<file path="src/rtl/feature_frame_loader.sv">
// feature_frame_loader
//   Collects N_FEAT serial feature samples into a parallel frame, hands the
//   frame to the ANN with a one-cycle start pulse, then holds it until the
//   ANN reports done.
//
//   Parameters : N_FEAT (features per frame), WIDTH (bits per feature),
//                MAX_VAL (clamp ceiling, only used with FEAT_CLAMP_EN)
//   Macro      : FEAT_CLAMP_EN -- when defined, stored samples are clamped
//                to MAX_VAL; otherwise they are stored unmodified.
//   Ports      : clk, rst (async, active high)
//                sample_in/sample_valid/sample_ready : sample stream in
//                flush        : drop the partial frame (FILL only)
//                frame_out    : packed frame, element 0 = first sample
//                ann_start    : one-cycle start pulse to the ANN
//                ann_done     : ANN finished the frame
//                fill_count   : samples held in the current frame
//                busy         : frame owned by the ANN
//                frames_done  : completed frame counter (wraps)

// One frame slot: a WIDTH-bit register written when selected.
module feature_slot #(
  parameter int WIDTH = 10
) (
  input  logic             clk,
  input  logic             rst,
  input  logic             we,
  input  logic [WIDTH-1:0] d,
  output logic [WIDTH-1:0] q
);
  always_ff @(posedge clk or posedge rst) begin
    if (rst)     q <= '0;
    else if (we) q <= d;
  end
endmodule

module feature_frame_loader #(
  parameter int N_FEAT  = 30,
  parameter int WIDTH   = 10,
  parameter int MAX_VAL = 1000
) (
  input  logic                          clk,
  input  logic                          rst,
  input  logic [WIDTH-1:0]              sample_in,
  input  logic                          sample_valid,
  output logic                          sample_ready,
  input  logic                          flush,
  output logic [N_FEAT-1:0][WIDTH-1:0]  frame_out,
  output logic                          ann_start,
  input  logic                          ann_done,
  output logic [4:0]                    fill_count,
  output logic                          busy,
  output logic [7:0]                    frames_done
);

`ifdef FEAT_CLAMP_EN
  localparam bit CLAMP_EN = 1'b1;
`else
  localparam bit CLAMP_EN = 1'b0;
`endif

  // Ceiling saturated to the sample width so a large MAX_VAL cannot wrap.
  localparam logic [WIDTH-1:0] MAX_W =
    (MAX_VAL >= (2**WIDTH)) ? {WIDTH{1'b1}} : WIDTH'(MAX_VAL);

  typedef enum logic [1:0] {FILL, LAUNCH, WAIT_DONE} state_t;

  state_t     state_q, state_d;
  logic [4:0] fill_q, fill_d;
  logic [7:0] done_q, done_d;
  logic       accept, store;
  logic [WIDTH-1:0] wr_data;

  assign sample_ready = (state_q == FILL);
  assign accept       = sample_valid && sample_ready;
  // flush wins over a simultaneous transfer: the sample is dropped.
  assign store        = accept && !flush;
  assign wr_data      = (CLAMP_EN && (sample_in > MAX_W)) ? MAX_W : sample_in;

  always_comb begin
    state_d = state_q;
    fill_d  = fill_q;
    done_d  = done_q;
    unique case (state_q)
      FILL: begin
        if (flush) begin
          fill_d = '0;
        end else if (accept) begin
          fill_d = fill_q + 5'd1;
          if (fill_q == 5'(N_FEAT - 1)) state_d = LAUNCH;
        end
      end
      LAUNCH: state_d = WAIT_DONE;
      WAIT_DONE: begin
        if (ann_done) begin
          state_d = FILL;
          fill_d  = '0;
          done_d  = done_q + 8'd1;
        end
      end
      default: state_d = FILL;
    endcase
  end

  always_ff @(posedge clk or posedge rst) begin
    if (rst) begin
      state_q <= FILL;
      fill_q  <= '0;
      done_q  <= '0;
    end else begin
      state_q <= state_d;
      fill_q  <= fill_d;
      done_q  <= done_d;
    end
  end

  // Slots are only written in FILL, so the frame is frozen while the ANN
  // owns it; they are never cleared on return to FILL, just overwritten.
  for (genvar i = 0; i < N_FEAT; i++) begin : g_slot
    feature_slot #(.WIDTH(WIDTH)) u_slot (
      .clk (clk),
      .rst (rst),
      .we  (store && (fill_q == 5'(i))),
      .d   (wr_data),
      .q   (frame_out[i])
    );
  end

  assign ann_start   = (state_q == LAUNCH);
  assign busy        = (state_q != FILL);
  assign fill_count  = fill_q;
  assign frames_done = done_q;

endmodule

</file>
<file path="config.mk">
export PLATFORM = sky130hd
export DESIGN_NAME = feature_frame_loader
export DESIGN_NICKNAME = d
export VERILOG_FILES = /design/src/rtl/feature_frame_loader.sv
export SDC_FILE = /design/constraint.sdc
export NUM_CORES = 1
export LEC_CHECK = 0
export ABC_AREA = 1
export ABC_CLOCK_PERIOD_IN_PS = 11990
export CAP_MARGIN = 20
export CORE_MARGIN = 10
export CORE_UTILIZATION = 49
export CTS_CLUSTER_SIZE = 25
export DETAILED_ROUTE_END_ITERATION = 16
export GPL_ROUTABILITY_DRIVEN = 0
export GPL_TIMING_DRIVEN = 0
export PLACE_DENSITY = 0.8
export REMOVE_ABC_BUFFERS = 1
export SYNTH_ARGS = -nofsm -noshare
export SYNTH_HDL_FRONTEND = slang
export SYNTH_SLANG_ARGS = --single-unit
</file>
<file path="constraint.sdc">
create_clock -name clk -period 11.99 [get_ports clk]
set_input_delay 1.199 -clock clk [delete_from_list [all_inputs] [get_ports clk]]
set_output_delay 1.199 -clock clk [all_outputs]
set_load 0.01 [all_outputs]
</file>
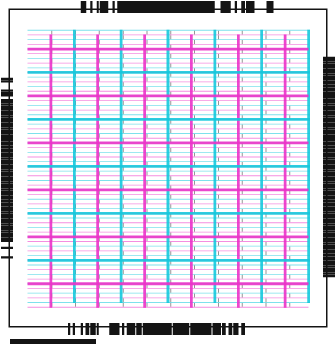
Run 1: floorplan with the power grid
Bar = 50 um. Pins as bars on the die edge. Tap cells in gray.
legend:
  magenta:
    net: VSS
  cyan:
    net: VDD
met4 straps: 12
met1 rails: 60
tap cells: 335
rows: 59
VDD IR max: 0.000114 V
die width: 183 um

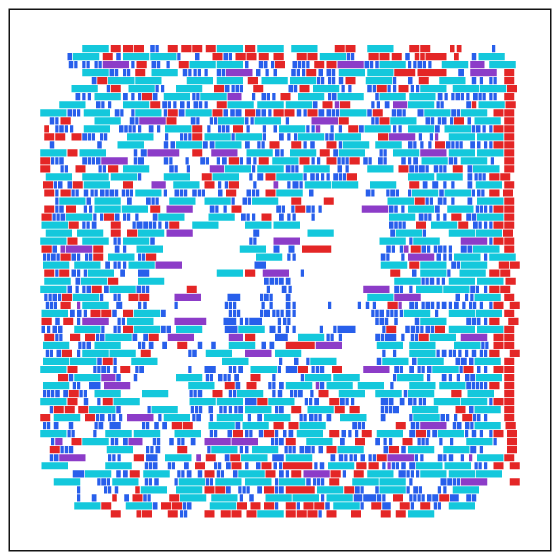
Run 1: placed cells, one color a class
legend:
  red:
    class: other buffers and delay cells
    cells: 337
    share_of_their_area: 20%
  blue:
    class: combinational and other logic
    cells: 1074
    share_of_their_area: 27%
  cyan:
    class: flops
    cells: 315
    share_of_their_area: 46%
  purple:
    class: clock drivers and dummy loads
    cells: 60
    share_of_their_area: 6.7%

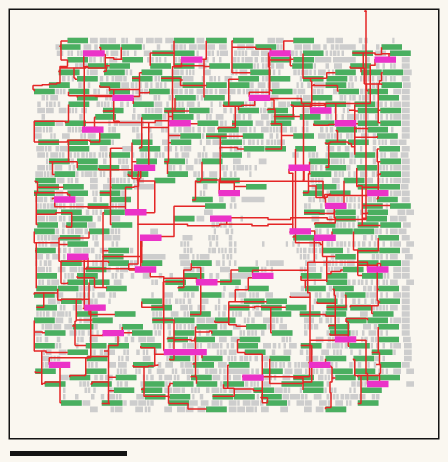
Run 1: clock network drawn from the DEF
Bar = 50 um.
legend:
  magenta:
    item: clock drivers
    count: 35
  green:
    item: flip-flops
    count: 315
  red:
    item: clock wires
    length: 3890 um
flops lie: widely spread
routed clock nets: 36

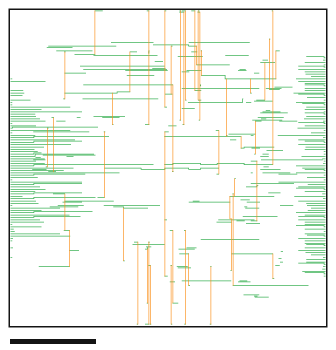
Run 1: routed metal, one color a layer
Bar = 50 um. Only two layers are drawn.
legend:
  green:
    layer: metal 3
    wire_length: 4410 um
  orange:
    layer: metal 4
    wire_length: 1660 um
global-route usage over all layers: 25.3%
via count: 11.5k
drt wl/cell: 20.7 um

## run 1: cells by family (layout without fill, tap and decap cells)
kind of cell | Yosys count | in the layout | share of synthesized area, %
adder cells (fa/ha/maj) | 6 | 6 | 0.576
AND-OR/OR-AND | 96 | 96 | 3.71
AND/OR/NAND/NOR | 937 | 937 | 30.3
flip-flops | 315 | 315 | 60.5
XOR/XNOR | 3 | 3 | 0.202
buffers and inverters | 126 | 429 | 4.69
## run 1: registers in the layout, indices dropped and copies added, names as in the netlist
register / count
frames_done: 8
fill_count: 5
g_slot.u_slot.q: 300
state_q: 2
## run 1: metal layers
| layer | GRT usage [%] | up-vias | routed length (um) |
|---|---|---|---|
| met1 | 31.5 | 5629 | 17100 |
| met2 | 40.3 | 486 | 20800 |
| met5 | 0 | - | 0 |
| li1 | - | 5300 | - |
| met4 | 9.51 | 0 | 1660 |
| met3 | 8.40 | 105 | 4410 |
## run 1: through the flow
step                hold WS, ns  setup TNS [ns]  total power [W]  worst slack [ns]
finish                    0.467               0          0.00244              8.41
global route              0.491               0          0.00251              8.22
CTS                       0.472               0          0.00245              8.46
detailed placement        0.457               0          0.00138              7.96
global placement          0.453         -483.54          0.00137             -1.56
floorplan                 0.509               0          0.00122              2.08
## run 1: worst max-delay path, stage by stage
cell and delay [ns]:
clkdlybuf4s50_1 0.56, inv_1 0.08, nor2_1 0.17, nand2_4 0.18, buf_16 0.28, inv_8 0.38
buf_16 0.52, nand2_2 0.27, nand2_1 0.16, nand2_1 0.06
## run 1: power breakdown
part	leakage [nW]	total, W	internal (W)	switching (W)
Combinational	4.13	0.000235	0.0000896	0.000146
Sequential	4.35	0.00112	0.00110	0.0000218
Clock	0.572	0.00108	0.000654	0.000425
## run 1: synth_stat cells
| cell type | n | area share (%) |
|---|---|---|
| nand2_1 | 636 | 18 |
| dfrtp_1 | 315 | 60 |
| nand3_1 | 231 | 8.9 |
| o21ai_0 | 94 | 3.6 |
| clkbuf_1 | 53 | 1.5 |
| nor2_1 | 32 | 0.92 |
| inv_1 | 31 | 0.89 |
| buf_2 | 21 | 0.81 |
| nand2_2 | 20 | 0.96 |
| buf_4 | 11 | 0.63 |
| buf_6 | 8 | 0.69 |
| nor2_4 | 8 | 0.69 |
| ha_1 | 6 | 0.58 |
| nor2_2 | 4 | 0.19 |
| nand4_1 | 3 | 0.14 |
| xor2_1 | 2 | 0.13 |
| a21oi_1 | 1 | 0.038 |
| buf_8 | 1 | 0.12 |
| inv_2 | 1 | 0.029 |
| nand3_4 | 1 | 0.13 |
| nand3b_1 | 1 | 0.058 |
| o21bai_1 | 1 | 0.058 |
| or2_2 | 1 | 0.048 |
| xnor2_1 | 1 | 0.067 |
## run 1: cell type report
cell class	instances	area, um^2
Multi-Input combinational cell	1042	4540
Clock inverter	9	97.6
Inverter	32	135
Clock buffer	51	1060
Timing Repair Buffer	337	3430
Fill cell	2075	8570
Tap cell	335	419
Sequential cell	315	7880
==> results_slide.txt, run 1 <==
Implementation Results

Layout
  – Post-route core utilization: 67.2%
  – Share of cells above drive strength 1: 5.99%
  – Area Overhead vs Synth: 34.8%
  – Net total in the final layout: 1784
  – Finished Cell Area: 0.0176 mm^2
  – Non-Filler Instances: 2121
  – Most frequent cells in the layout: 636 x nand2_1, 320 x clkdlybuf4s50_1, 315 x dfrtp_1, 231 x nand3_1, 94 x o21ai_0
  – Most used logic cell in the final layout: nand2_1
  – # diodes: 0

Clocking
  – Postcts setup bufs: 0
  – H-tree levels: 2
  – TritonCTS clock tree: built
  – Clock Tree Buf Depth: 3
  – Sink Count: 315
  – CTS clk-pin slew, worst paths: 0.06 ns
  – Post-cts hold buffer count: 0
  – CTS Buf Count: 35
  – Post-cts gate resize count: 0
  – Root Buffer: clkbuf_16
  – Clk latency late pin: 0.51 ns

Detailed routing
  – DRT antenna net count: 0
  – 1st-iter DRT viols: 1166
  – Routed wire length: 44000 um
  – DRC Markers: 0
  – Drt first pass iters: 5
  – Vias per cell: 5.43

Pwr
  – Leakage power: 9.06 nW
  – Power Dens Cells: 139 mW/mm^2

Critical path
  – Worst path required time: 12.38 ns
  – Worst Setup Path Type: primary input to flop
  – Worst r2r path cells: 5
  – CP Max Fanout: 158
  – Crit path DAT: 3.97 ns
  – Reg-to-reg startpoint: fill_count[4]
  – CP endpoint kind: flop
  – Reg2reg setup slack: 8.84 ns
  – Type of origin of the critical path: primary input
  – CP Capture Point: g_slot[25].u_slot.q[7]
  – Reg2Reg Capture Point: g_slot[28].u_slot.q[1]
  – Crit. Startpoint: sample_valid

Hold path
  – Hold wc startpoint: g_slot[5].u_slot.q[9]
  – Hold Crit Class: flop to flop
  – Worst hold stages: 2
  – Sink of the worst hold path: g_slot[5].u_slot.q[9]

Placement
  – Number of port buffers: 330
  – DP Area: 0.0164 mm^2
  – Dpl cells: 2061
  – DP HPWL: 28100 um

Logic synthesis
  – Post-Synthesis Cells: 1483
  – # Cells Yosys: 1483
  – Synth Seq Share: 60.5%
  – Registers, synthesis: 315
  – Yosys Warn Count: 0
  – Synthesis area per yosys: 0.0130 mm^2
  – Syn Std Cell Area: 0.0130 mm^2
  – Syn Area/Cell: 8.79 um^2
  – Distinct lib cells: 24

STA
  – Final Slew Violations: 0
  – Final Critical Period: 3.58 ns
  – Worst-Margin Slew: 1.02 ns
  – RSZ-0062 raised after global routing: false
  – Endpoints failing hold: 0
  – Setup Skew: 0.00862 ns
  – Relative slew slack: 32.2%
  – Setup violations, final: 0
  – FMAX: 0.279 GHz
  – Cycle use final: 29.9%

Floorplanning
  – Core Region: 0.0261 mm^2
  – DIE AREA: 0.0335 mm^2
  – I/O pin count: 331
  – Initial core utilization: 49.9%
  – Row cnt: 59

Global route
  – Initial antenna violation count: 0
  – First-pass GRT wire length: 66600 um
  – Global route overflow: 0
  – Vias in the first global route: 11.2k
  – Largest net degree at the start of global routing: 159

Run
  – Max cap viols: 0
  – OpenROAD warnings: 34

Outcome
  – Status: finished, final reports clean
==> run 2, diff against run 1 <==
Settings changed: ABC_CLOCK_PERIOD_IN_PS 11990 to 3700.
Clock period 11.99 ns to 3.7 ns, I/O delays scaled along.
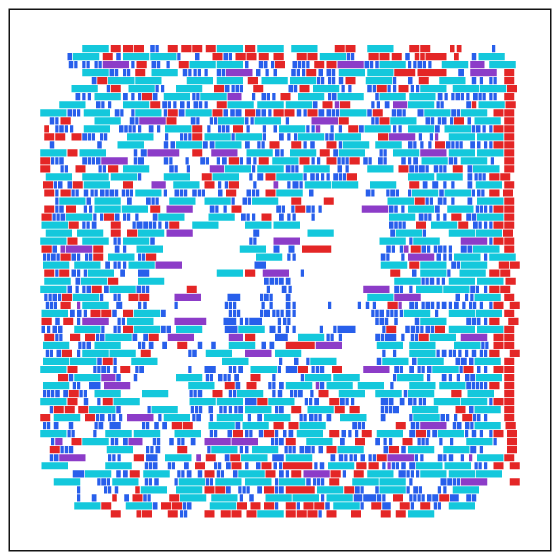
Run 2: placed cells, one color a class
legend:
  red:
    class: other buffers and delay cells
    cells: 337
    share_of_their_area: 20%
  blue:
    class: combinational and other logic
    cells: 1074
    share_of_their_area: 27%
  cyan:
    class: flops
    cells: 315
    share_of_their_area: 46%
  purple:
    class: clock drivers and dummy loads
    cells: 60
    share_of_their_area: 6.7%
post-route core utilization: 67.2%
flip-flop and latch share of the layout cell area: 44.9%

==> run 2 against run 1 <==
  * Count of clock-buffer cells in the layout unchanged
  * Critical endpoint is now g_slot[28].u_slot.q[1]
  * Synthesized cell count unchanged
  * Sequential share of layout area unchanged
  * Sequential power rose to 3.3 times the previous value
  * Combinational power rose to 3.2 times the previous value
==> results_slide.txt, run 2 <==
Implementation Results

Floorplanning
  – Row cnt: 59 (unchanged)
  – Die Ht: 183 um
  – Core Region: 0.0261 mm^2 (unchanged)
  – DIE AREA: 0.0335 mm^2 (unchanged)
  – Die width: 183 um (unchanged)
  – Initial core utilization: 49.9% (unchanged)
  – I/O pin count: 331 (unchanged)

STA
  – Final Slew Violations: 0 (unchanged)
  – Setup TNS: 0 ns (unchanged)
  – FMAX: 0.317 GHz
  – Worst-Margin Slew: 1.02 ns (unchanged)
  – Endpoints failing hold: 0 (unchanged)
  – Setup violations, final: 0 (unchanged)
  – Cycle use final: 85.3%
  – RSZ-0062 raised after global routing: false
  – Setup Skew: 0.00862 ns (unchanged)
  – Relative slew slack: 32.2% (unchanged)
  – Min Hold Slack: 0.298 ns (-0.169 ns)
  – Final Critical Period: 3.15 ns

Layout
  – Largest register FFs: 300 (unchanged)
  – Area Overhead vs Synth: 34.8% (unchanged)
  – Share of cells above drive strength 1: 5.99% (unchanged)
  – Most used logic cell in the final layout: nand2_1
  – Fillers: 2075 (unchanged)
  – # diodes: 0 (unchanged)
  – Net total in the final layout: 1784 (unchanged)
  – Most frequent cells in the layout: 636 x nand2_1, 320 x clkdlybuf4s50_1, 315 x dfrtp_1, 231 x nand3_1, 94 x o21ai_0
  – Largest Register: g_slot.u_slot.q

Logic synthesis
  – Syn Std Cell Area: 0.0130 mm^2 (unchanged)
  – Yosys Warn Count: 0 (unchanged)
  – Registers, synthesis: 315 (unchanged)
  – Top cell area share: 60.5% (unchanged)
  – Commonest cells in the netlist: 636 x nand2_1, 315 x dfrtp_1, 231 x nand3_1
  – Synth Seq Share: 60.5% (unchanged)
  – # Cells Yosys: 1483 (unchanged)
  – Synthesis area per yosys: 0.0130 mm^2 (unchanged)
  – Most used DFF post-synth: dfrtp_1
  – Post-synth ARST share: 100% (unchanged)
  – Distinct lib cells: 24 (unchanged)
  – EDFF count, synth: 0 (unchanged)
  – Top cells by area: dfrtp_1 60%, nand2_1 18%, nand3_1 8.9%
  – Most common cell in the synthesized netlist: nand2_1
  – Syn Area/Cell: 8.79 um^2 (unchanged)
  – Post-Synthesis Cells: 1483 (unchanged)
  – Synth area leader: dfrtp_1

Critical path
  – Type of origin of the critical path: flop
  – CP endpoint kind: flop
  – Worst r2r path cells: 5 (unchanged)
  – Worst path required time: 4.08 ns (-8.30 ns)
  – Crit path DAT: 3.54 ns (-0.43 ns)
  – Reg-to-reg startpoint: fill_count[4]
  – CP Max Fanout: 20 (-87%)
  – Worst Setup Path Type: flop to flop
  – Crit. Startpoint: fill_count[4]

Detailed routing
  – DR top layer: met4
  – 1st-iter DRT viols: 1166 (unchanged)
  – Via count: 11.5k (unchanged)
  – Drt first pass iters: 5 (unchanged)
  – Met3 WL: 4410 um (unchanged)
  – Routed wire length: 44000 um (unchanged)
  – Drt wl/cell: 20.7 um (unchanged)
  – DRC Markers: 0 (unchanged)
  – Vias per cell: 5.43 (unchanged)
  – Wl on met1: 17100 um (unchanged)
  – DRT antenna net count: 0 (unchanged)
  – Met2 wire len: 20800 um (unchanged)

Global route
  – Largest net degree at the start of global routing: 159 (unchanged)
  – Vias in the first global route: 11.2k (unchanged)
  – Global-route usage over all layers: 25.3% (unchanged)
  – Global route overflow: 0 (unchanged)
  – First-pass GRT wire length: 66600 um (unchanged)
  – Initial antenna violation count: 0 (unchanged)

Placement
  – DP HPWL: 28100 um (unchanged)
  – Number of port buffers: 330 (unchanged)

Pwr
  – VDD IR max: 0.000368 V (+220%)
  – Power Dens Cells: 450 mW/mm^2 (+220%)
  – Leakage power: 9.06 nW (unchanged)

Clocking
  – Root Buffer: clkbuf_16
  – Post-cts hold buffer count: 0 (unchanged)
  – Clock Tree Buf Depth: 3 (unchanged)
  – Clk latency late pin: 0.51 ns (about the same)
  – CTS clk-pin slew, worst paths: 0.06 ns (about the same)
  – Sink Count: 315 (unchanged)
  – Post-cts gate resize count: 0 (unchanged)
  – Postcts setup bufs: 0 (unchanged)
  – H-tree levels: 2 (unchanged)
  – TritonCTS clock tree: built
  – CTS Buf Count: 35 (unchanged)

Outcome
  – Status: finished, final reports clean

Hold path
  – Worst hold stages: 3 (+1)
  – Hold wc startpoint: sample_in[9]
  – Hold Crit Class: primary input to flop

Run
  – OpenROAD warnings: 34 (unchanged)
  – Max cap viols: 0 (unchanged)
## run 2: power by group
part	switching (W)	internal (W)	total [W]
Sequential	0.0000707	0.00357	0.00364
Clock	0.00138	0.00212	0.00350
Combinational	0.000472	0.000290	0.000762
Total	0.00192	0.00598	0.00790
## run 2: worst max-delay path, stage by stage, from the launching register on
cell and delay (ns):
dfrtp_1 0.98, inv_1 0.62, nor2_1 0.89, nand2_2 0.30, nand2_1 0.15, nand2_1 0.07
## run 2: final cells by class
class	count	area (um^2)	area share, %
sequential	315	7880	44.9
multi-input combinational	1042	4540	25.9
inverter	32	135	0.769
tap	335	419	2.39
timing repair buffer	337	3430	19.5
clock buffer	51	1060	6.03
clock inverter	9	97.6	0.556
## run 2: cell families after synthesis
logic type / synth area share [%]
xor+xnor: 0.202
buf+inv: 4.69
flops: 60.5
fa+ha+maj: 0.576
compound gates: 3.71
simple gates: 30.3
## run 2: through the flow
step | instance area, um^2 | setup slack [ns] | util, % | cells | total power, W
floorplan | 12500 | -5.38 | - | 1389 | 0.00396
global placement | 16300 | -9.02 | 62.2 | 2054 | 0.00443
detailed placement | 16400 | 0.499 | 62.8 | 2061 | 0.00446
CTS | 17600 | 0.587 | 67.2 | 2121 | 0.00794
global route | 17600 | 0.359 | 67.2 | 2121 | 0.00814
finish | 17600 | 0.545 | 67.2 | 2121 | 0.00790
## run 2: final timing paths
kind                                     endpoint  slack [ns]
min in group asynchronous  g_slot[15].u_slot.q[9]        0.43
min                        g_slot[27].u_slot.q[9]        0.30
max                        g_slot[28].u_slot.q[1]        0.55
max reg2reg                g_slot[28].u_slot.q[1]        0.55
min reg2reg                 g_slot[5].u_slot.q[9]        0.47
max in group asynchronous  g_slot[25].u_slot.q[9]        2.24
## run 2: layer usage
layer  vias to the layer above  track usage (%)
li1                       5300                -
met1                      5629             31.5
met2                       486             40.3
met3                       105             8.40
met4                         0             9.51
met5                         -                0
==> run 3, diff against run 2 <==
Settings changed: SYNTH_HIERARCHICAL from default to 1.
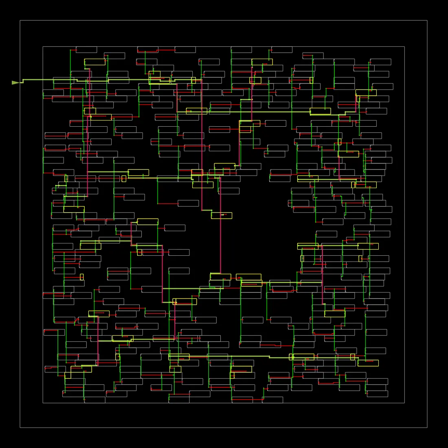
Run 3: clock nets
clk latency late pin: 0.55 ns
Setup Skew: 0.0137 ns
Sink Count: 315

==> run 3 against run 2 <==
  * Sequential cell count is the same
  * Hold slack lost 0.10 ns
  * Sequential power grew 11%
  * Maximum frequency grew 27%
  * Worst setup slack gained 0.67 ns
  * Critical path depth grew 1
  * Global-route usage shrank 1.1 points
  * Utilization shrank 0.32 points
  * Combinational power grew 120%
  * Largest power group unchanged
==> results_slide.txt, run 3 <==
Implementation Results

Layout
  – Most used logic cell in the final layout: nand2_1
  – Largest register FFs: 300 (unchanged)
  – Largest Register: g_slot.u_slot/q
  – Area Overhead vs Synth: 34.3%
  – Share of cells above drive strength 1: 6.08% (+0.090 points)
  – Fillers: 1958 (-5.6%)
  – Most frequent cells in the layout: 944 x nand2_1, 319 x clkdlybuf4s50_1, 315 x dfrtp_1, 50 x inv_1
  – Net total in the final layout: 1808 (+1.3%)

Logic synthesis
  – Top cell area share: 62.6% (+2.2 points)
  – Basic Gates by Area: 30.8% (+0.49 points)
  – Synthesis area per yosys: 0.0126 mm^2 (-3.5%)
  – Yosys Warn Count: 6 (+6)
  – EDFF count, synth: 0 (unchanged)
  – Distinct lib cells: 24 (unchanged)
  – # Cells Yosys: 1454 (-2.0%)
  – Adder-cell share of the synthesized area: 0.597% (+0.021 points)
  – Synth area leader: dfrtp_1
  – Post-Synth XOR/XNOR Area: 0.278% (+0.077 points)
  – Post-synthesis compound-gate area fraction: 0.338% (-3.4 points)
  – Syn Std Cell Area: 0.0126 mm^2 (-3.5%)
  – Most used DFF post-synth: dfrtp_1
  – Post-synth ARST share: 100% (unchanged)
  – Post-Synthesis Cells: 1454 (-2.0%)
  – Comb area leader: simple AND/OR/NAND/NOR gates
  – Syn Area/Cell: 8.65 um^2 (-1.5%)
  – Most common cell in the synthesized netlist: nand2_1
  – Synth Seq Share: 62.6% (+2.2 points)
  – Registers, synthesis: 315 (unchanged)
  – Commonest cells in the netlist: 944 x nand2_1, 315 x dfrtp_1, 50 x inv_1
  – Top cells by area: dfrtp_1 63%, nand2_1 28%, buf_6 2.8%
  – Synth mux share: 0% (unchanged)

Floorplanning
  – Initial core utilization: 49.8% (about the same)
  – Die width: 180 um (-1.6%)
  – Core Region: 0.0253 mm^2 (-3.4%)
  – DIE AREA: 0.0325 mm^2 (-3.1%)
  – Row cnt: 58 (-1.7%)
  – I/O pin count: 331 (unchanged)
  – Die Ht: 180 um (-1.6%)

Clocking
  – Post-cts hold buffer count: 0 (unchanged)
  – Postcts setup bufs: 0 (unchanged)
  – TritonCTS clock tree: built
  – H-tree levels: 1 (-1)
  – CTS Buf Count: 31 (-11%)
  – Clock Tree Buf Depth: 3 (unchanged)
  – Root Buffer: clkbuf_16
  – Post-cts gate resize count: 0 (unchanged)
  – CTS clk-pin slew, worst paths: 0.06 ns (about the same)

Hold path
  – Sink of the worst hold path: g_slot[29].u_slot/q[5]
  – Worst hold stages: 3 (unchanged)
  – Hold Crit Class: primary input to flop
  – Hold wc startpoint: sample_in[5]

Global route
  – Largest net degree at the start of global routing: 32 (-80%)
  – Initial antenna violation count: 0 (unchanged)
  – Vias in the first global route: 10.7k (-4.6%)
  – Global route overflow: 0 (unchanged)
  – Global-route usage over all layers: 24.2% (-1.1 points)
  – First-pass GRT wire length: 62800 um (-5.7%)

Critical path
  – Worst path required time: 4.13 ns (+0.05 ns)
  – Crit path DAT: 2.92 ns (-0.62 ns)
  – Reg-to-reg startpoint: state_q[1]
  – CP Max Fanout: 11 (-45%)
  – Worst r2r path cells: 6 (+1)
  – Reg2reg setup slack: 1.21 ns (+0.67 ns)
  – Worst Setup Path Type: flop to flop
  – Type of origin of the critical path: flop
  – CP endpoint kind: flop
  – Reg2Reg Capture Point: g_slot[9].u_slot/q[7]

Outcome
  – Status: finished, final reports clean

STA
  – Setup TNS: 0 ns (unchanged)
  – RSZ-0062 raised after global routing: false
  – Final Slew Violations: 0 (unchanged)
  – Endpoints failing hold: 0 (unchanged)
  – Relative slew slack: 32.5% (+0.33 points)
  – Final Critical Period: 2.49 ns (-0.668 ns)
  – Worst-Margin Slew: 1.01 ns (-0.00493 ns)
  – Setup violations, final: 0 (unchanged)
  – Cycle use final: 67.2% (-18 points)
  – FMAX: 0.402 GHz (+27%)
  – Min Hold Slack: 0.195 ns (-0.103 ns)

Detailed routing
  – Vias per cell: 5.06 (-6.7%)
  – DRC Markers: 0 (unchanged)
  – 1st-iter DRT viols: 947 (-19%)
  – Drt first pass iters: 5 (unchanged)
  – DRT antenna net count: 0 (unchanged)
  – Via count: 10.8k (-5.9%)
  – Drt wl/cell: 19.3 um (-7.0%)
  – Routed wire length: 41300 um (-6.1%)

Pwr
  – Sw power: 0.00241 W (+26%)
  – Sw Ratio: 27.6% (+3.3 points)
  – Clock share of power: 34.4% (-9.8 points)
  – Gate power share: 19.2% (+9.5 points)
  – Power Dens Cells: 518 mW/mm^2 (+15%)
  – VDD IR max: 0.000407 V (+11%)
  – Leakage power: 8.94 nW (-1.3%)
  – Sequential Power Share: 46.4% (+0.3 points)
  – Internal: 0.00633 W (+5.9%)

Placement
  – DP HPWL: 27900 um (-0.93%)
  – Number of port buffers: 330 (unchanged)

Run
  – Max cap viols: 0 (unchanged)
  – OpenROAD warnings: 28 (-18%)
[run 3: cell type report]
type	count	area (um^2)	share of cell area (%)
Clock buffer	47	896	5.30
Timing Repair Buffer	334	3300	19.5
Sequential cell	315	7880	46.7
Tap cell	330	413	2.44
Multi-Input combinational cell	1024	4030	23.9
Clock inverter	8	67.6	0.400
Antenna cell	1	2.50	0.0148
Inverter	81	304	1.80
[run 3: worst max-delay path by stage]
stage | startpoint | end | slack (ns) | cells after the start
6_report | state_q[1] | g_slot[9].u_slot/q[7] | 1.21 | 6
5_1_grt | fill_count[3] | g_slot[9].u_slot/q[7] | 0.99 | 7
4_1_cts | state_q[1] | g_slot[9].u_slot/q[7] | 1.17 | 6
3_5_place_dp | flush | g_slot[9].u_slot/q[7] | 0.76 | 7
3_3_place_gp | flush | g_slot[2].u_slot/q[4] | 0.70 | 7
2_1_floorplan | fill_count[0] | g_slot[18].u_slot/q[0] | 1.74 | 7
[run 3: metal layers]
| metal | routed length [um] | part of all wire [%] | GRT usage [%] | vias to the layer above |
|---|---|---|---|---|
| met1 | 16000 | 39 | 28.8 | 5234 |
| met3 | 3940 | 9.5 | 7.65 | 101 |
| li1 | - | - | - | 5030 |
| met5 | 0 | 0 | 0 | - |
| met2 | 19800 | 48 | 40.4 | 474 |
| met4 | 1510 | 3.7 | 9.22 | 0 |
[run 3: logic make-up (layout without fill, tap and decap cells)]
kind of cell             Yosys count  after routing
XOR/XNOR                           4              4
buffers and inverters            115            470
AND/OR/NAND/NOR                 1007           1007
flip-flops                       315            315
AND-OR/OR-AND                      7              7
adder cells (fa/ha/maj)            6              6
other                              0              1
[run 3: through the flow]
stage	area, um^2	worst slack [ns]	power (W)	util, %	std cells
after floorplan	12200	1.74	0.00470	-	1420
after global placement	15900	0.705	0.00575	63.1	2080
after detailed placement	15900	0.755	0.00580	63.1	2083
after CTS	16900	1.17	0.00881	66.9	2138
after global routing	16900	0.994	0.00912	66.9	2139
final	16900	1.21	0.00874	66.9	2140
[run 3: worst max-delay path, cell delays in order (launching register included)]
cell	delay, ns
dfrtp_1	0.45
nor2_4	0.31
nand3_2	0.36
nor2_1	0.80
inv_2	0.24
nand2_1	0.15
nand2_1	0.06
[run 3: power by group through the flow]
| stage | Combinational, W | Clock [W] | Sequential (W) |
|---|---|---|---|
| after global routing | 0.00184 | 0.00319 | 0.00410 |
| final | 0.00168 | 0.00301 | 0.00405 |
| after floorplan | 0.000448 | 0 | 0.00425 |
| after detailed placement | 0.00169 | 0 | 0.00410 |
| after global placement | 0.00166 | 0 | 0.00409 |
| after CTS | 0.00170 | 0.00306 | 0.00405 |
No activity file was given, so power comes from the tool's default toggle rates.
